--- src/rtl/decoder_pkg.sv ---
// Shared constants, rho offset table and FSM state type for the slice decoder.
package decoder_pkg;
  localparam int COUNT   = 64;
  localparam int SLICE_W = 25;
  localparam int Z_W     = 6;

  // Rotation offsets, indexed 5*y + x.
  localparam int R_TAB [SLICE_W] = '{
     0,  1, 62, 28, 27,
    36, 44,  6, 55, 20,
     3, 10, 43, 25, 39,
    41, 45, 15, 21,  8,
    18,  2, 61, 56, 14
  };

  typedef enum logic [1:0] {S_IDLE, S_HOLD, S_LOAD, S_EMIT} state_t;

  // Buffer bit index feeding output lane (u, v): B[v][(2*(u-v)) mod 5].
  function automatic int src_bit(input int u, input int v);
    return 5 * ((2 * (u - v) + 10) % 5) + v;
  endfunction
endpackage

--- src/rtl/decoder_slice_map.sv ---
// Combinational inverse pi/rho: gathers decoded slice z from the frame buffer.
module decoder_slice_map
  import decoder_pkg::*;
(
  input  logic [COUNT-1:0][SLICE_W-1:0] i_mem,
  input  logic [Z_W-1:0]                i_z,
  output logic [SLICE_W-1:0]            o_slice
);
  for (genvar v = 0; v < 5; v++) begin : g_y
    for (genvar u = 0; u < 5; u++) begin : g_x
      localparam int          SB = src_bit(u, v);
      localparam logic [Z_W-1:0] RO = Z_W'(R_TAB[5*v+u]);
      logic [Z_W-1:0] w_zz;
      // 6-bit add gives the mod-64 rotation for free.
      assign w_zz             = i_z + RO;
      assign o_slice[5*v+u]   = i_mem[w_zz][SB];
    end
  end
endmodule

--- src/rtl/decoder.sv ---
// Frame decoder: captures 64 encoded slices, then emits 64 decoded slices.
module decoder
  import decoder_pkg::*;
(
  input  logic               clk,
  input  logic               rst,
  input  logic               start,
  input  logic [SLICE_W-1:0] in,
  output logic               ready,
  output logic               putInput,
  output logic               outReady,
  output logic [SLICE_W-1:0] out
);
  state_t                        r_state, w_next;
  logic [Z_W-1:0]                r_z;
  logic [COUNT-1:0][SLICE_W-1:0] r_mem;
  logic [SLICE_W-1:0]            w_slice;
  logic                          w_last;

  assign w_last = (r_z == Z_W'(COUNT - 1));

  always_ff @(posedge clk) begin
    if (!rst) begin
      r_state <= S_IDLE;
      r_z     <= '0;
    end else begin
      r_state <= w_next;
      // Counter wraps 63->0 on the same edge that leaves LOAD/EMIT.
      if (r_state == S_LOAD || r_state == S_EMIT) r_z <= r_z + 1'b1;
      else                                        r_z <= '0;
    end
  end

  always_ff @(posedge clk) begin
    if (r_state == S_LOAD) r_mem[r_z] <= in;
  end

  always_comb begin
    w_next = r_state;
    case (r_state)
      S_IDLE: if (start)  w_next = S_HOLD;
      S_HOLD: if (!start) w_next = S_LOAD;
      S_LOAD: if (w_last) w_next = S_EMIT;
      S_EMIT: if (w_last) w_next = S_IDLE;
      default:            w_next = S_IDLE;
    endcase
  end

  decoder_slice_map u_map (
    .i_mem   (r_mem),
    .i_z     (r_z),
    .o_slice (w_slice)
  );

  assign ready    = (r_state == S_IDLE);
  assign putInput = (r_state == S_LOAD);
  assign outReady = (r_state == S_EMIT);
  assign out      = outReady ? w_slice : '0;
endmodule

--- config.mk ---
export PLATFORM = sky130hd
export DESIGN_NAME = decoder
export DESIGN_NICKNAME = d
export VERILOG_FILES = /design/src/rtl/decoder_pkg.sv /design/src/rtl/decoder_slice_map.sv /design/src/rtl/decoder.sv
export SDC_FILE = /design/constraint.sdc
export NUM_CORES = 2
export LEC_CHECK = 0
export CAP_MARGIN = 20
export CORE_ASPECT_RATIO = 1.4
export CORE_MARGIN = 2
export CORE_UTILIZATION = 40
export DETAILED_ROUTE_END_ITERATION = 10
export PLACE_DENSITY = 0.64
export SLEW_MARGIN = 20
export SYNTH_ARGS = -nofsm -noshare
export SYNTH_HDL_FRONTEND = slang
export SYNTH_SLANG_ARGS = --single-unit
--- constraint.sdc ---
create_clock -name clk -period 4.8 [get_ports clk]
set_clock_uncertainty 0.05 [all_clocks]
set_input_delay 0.72 -clock clk [delete_from_list [all_inputs] [get_ports clk]]
set_output_delay 0.72 -clock clk [all_outputs]
set_load 0.1 [all_outputs]
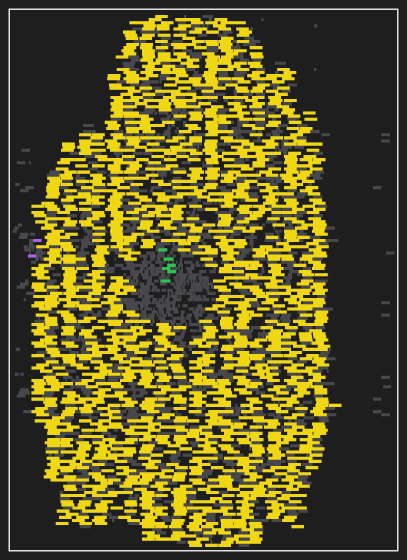
registers.png
- r_state: purple (flops 2)
- r_z: green (flops 6; where middle)
- r_mem: yellow (flops 1600)

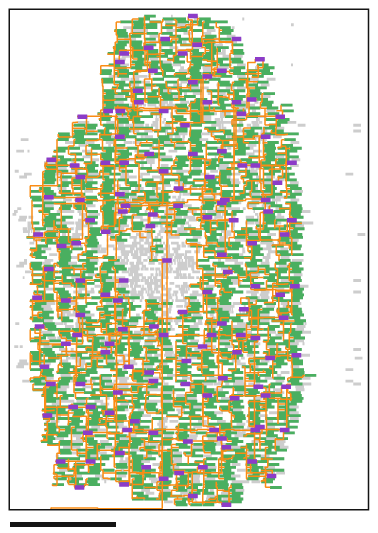
clock_map.png
Scale bar: 100 um.
- cells driving clock nets: purple (count 141)
- flip-flops: green (count 1608)
- clock wires: orange (length 17000 um)
- routed clock nets: 142

==> summary.txt <==
Status on the layout run. The flow ran to the end, and the final reports show no timing, DRC or antenna violations. Die outline area landed at around 160000 um2. The cell-mix breakdown from Yosys lists the XOR/XNOR area share as 0.743%. The final timing report lists a hold violation count of 0.

In the synthesized netlist the dominant register cell turns out to be sky130_fd_sc_hd__edfxtp_1. In the hold report, the worst path ends at r_mem[1433]. For the worst setup path, the data arrival time is around 3.9 ns.

Max-capacitance violation count landed at 0. Summed standard-cell area reported by yosys landed at ~63000 um2. The OpenROAD report gives the critical path a required time of ~4.0 ns.

Looking at the reg2reg group, the worst path starts from r_z[0]. Top-level port count landed at about 56. The type recorded for the worst min-delay path is input port to register.

Maximum VDD drop landed at approximately 0.34 mV. Number of antenna violations at the first check in global routing landed at 4. For this run, the script counts the antenna cells in the layout as 3.

Number of flops mapped to enable cells by yosys landed at 1600. For reference, the critical path cell chain is buf_4, ha_1, a21oi_1, xnor2_1, buf_4, mux2i_1, mux4_2, o22ai_2, buf_12. On the critical path, the stage with the largest delay is an instance of sky130_fd_sc_hd__xnor2_1. Tracing the worst setup path back leads to its startpoint at r_z[3]. In the global route stage, met3 resource usage came out at between 4 and 5%.
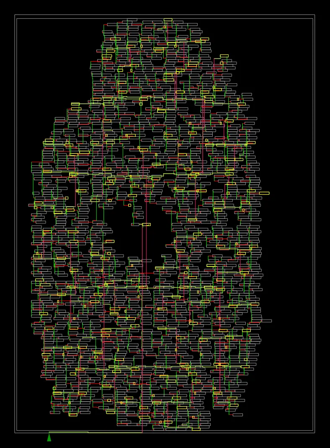
final_clocks.png
clock buf count: 165
clock-net power: 11.9 mW
number of sequential storage elements: 1608
total CTS buffers: 141
total clock sinks: 1608

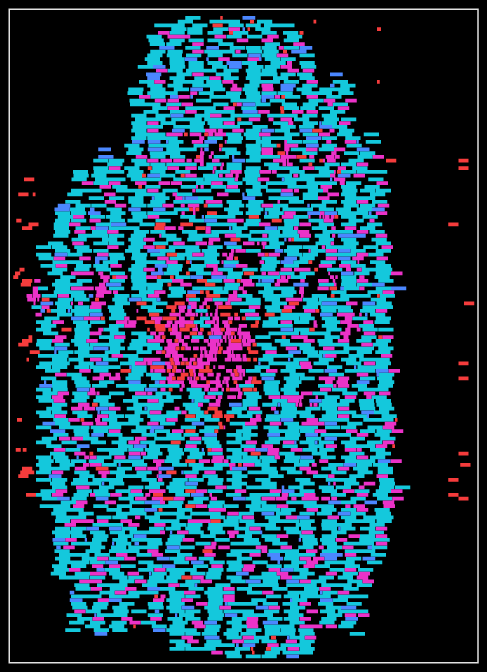
cell_classes.png
- flip-flops: cyan (cells 1608; share of their area 69%)
- clock drivers and dummy loads: blue (cells 256; share of their area 6.9%)
- all other logic: magenta (cells 946; share of their area 21%)
- other buffers and delay cells: red (cells 235; share of their area 4.0%)

## layout by cell type, fill, tap and decap left out, drive strengths merged, types with 8 or more instances in the layout
cell type and instances:
nor2b 12, clkdlybuf4s50 8, bufinv 21, mux4 459, a211oi 8, clkbuf 168
ha 23, o22ai 12, xnor2 43, inv 25, edfxtp 1600, a21oi 26
mux2i 106, a31oi 10, clkinv 58, nand3 40, nor2 84, o31ai 9
nand2 42, buf 224, dfxtp 8
## through the flow
stage	TNS (ns)	hold slack [ns]	worst slack (ns)	cell area [um2]	utilization, %
floorplan	-0.418	0.450	-0.209	62800	-
global placement	0	0.474	0.631	67800	43.7
detailed placement	0	0.514	0.586	67800	43.7
CTS	0	0.460	0.000469	72800	46.9
global route	0	0.297	0.0205	72900	47.0
finish	0	0.310	0.108	72900	47.0
Power is estimated from default activity; no workload was simulated.
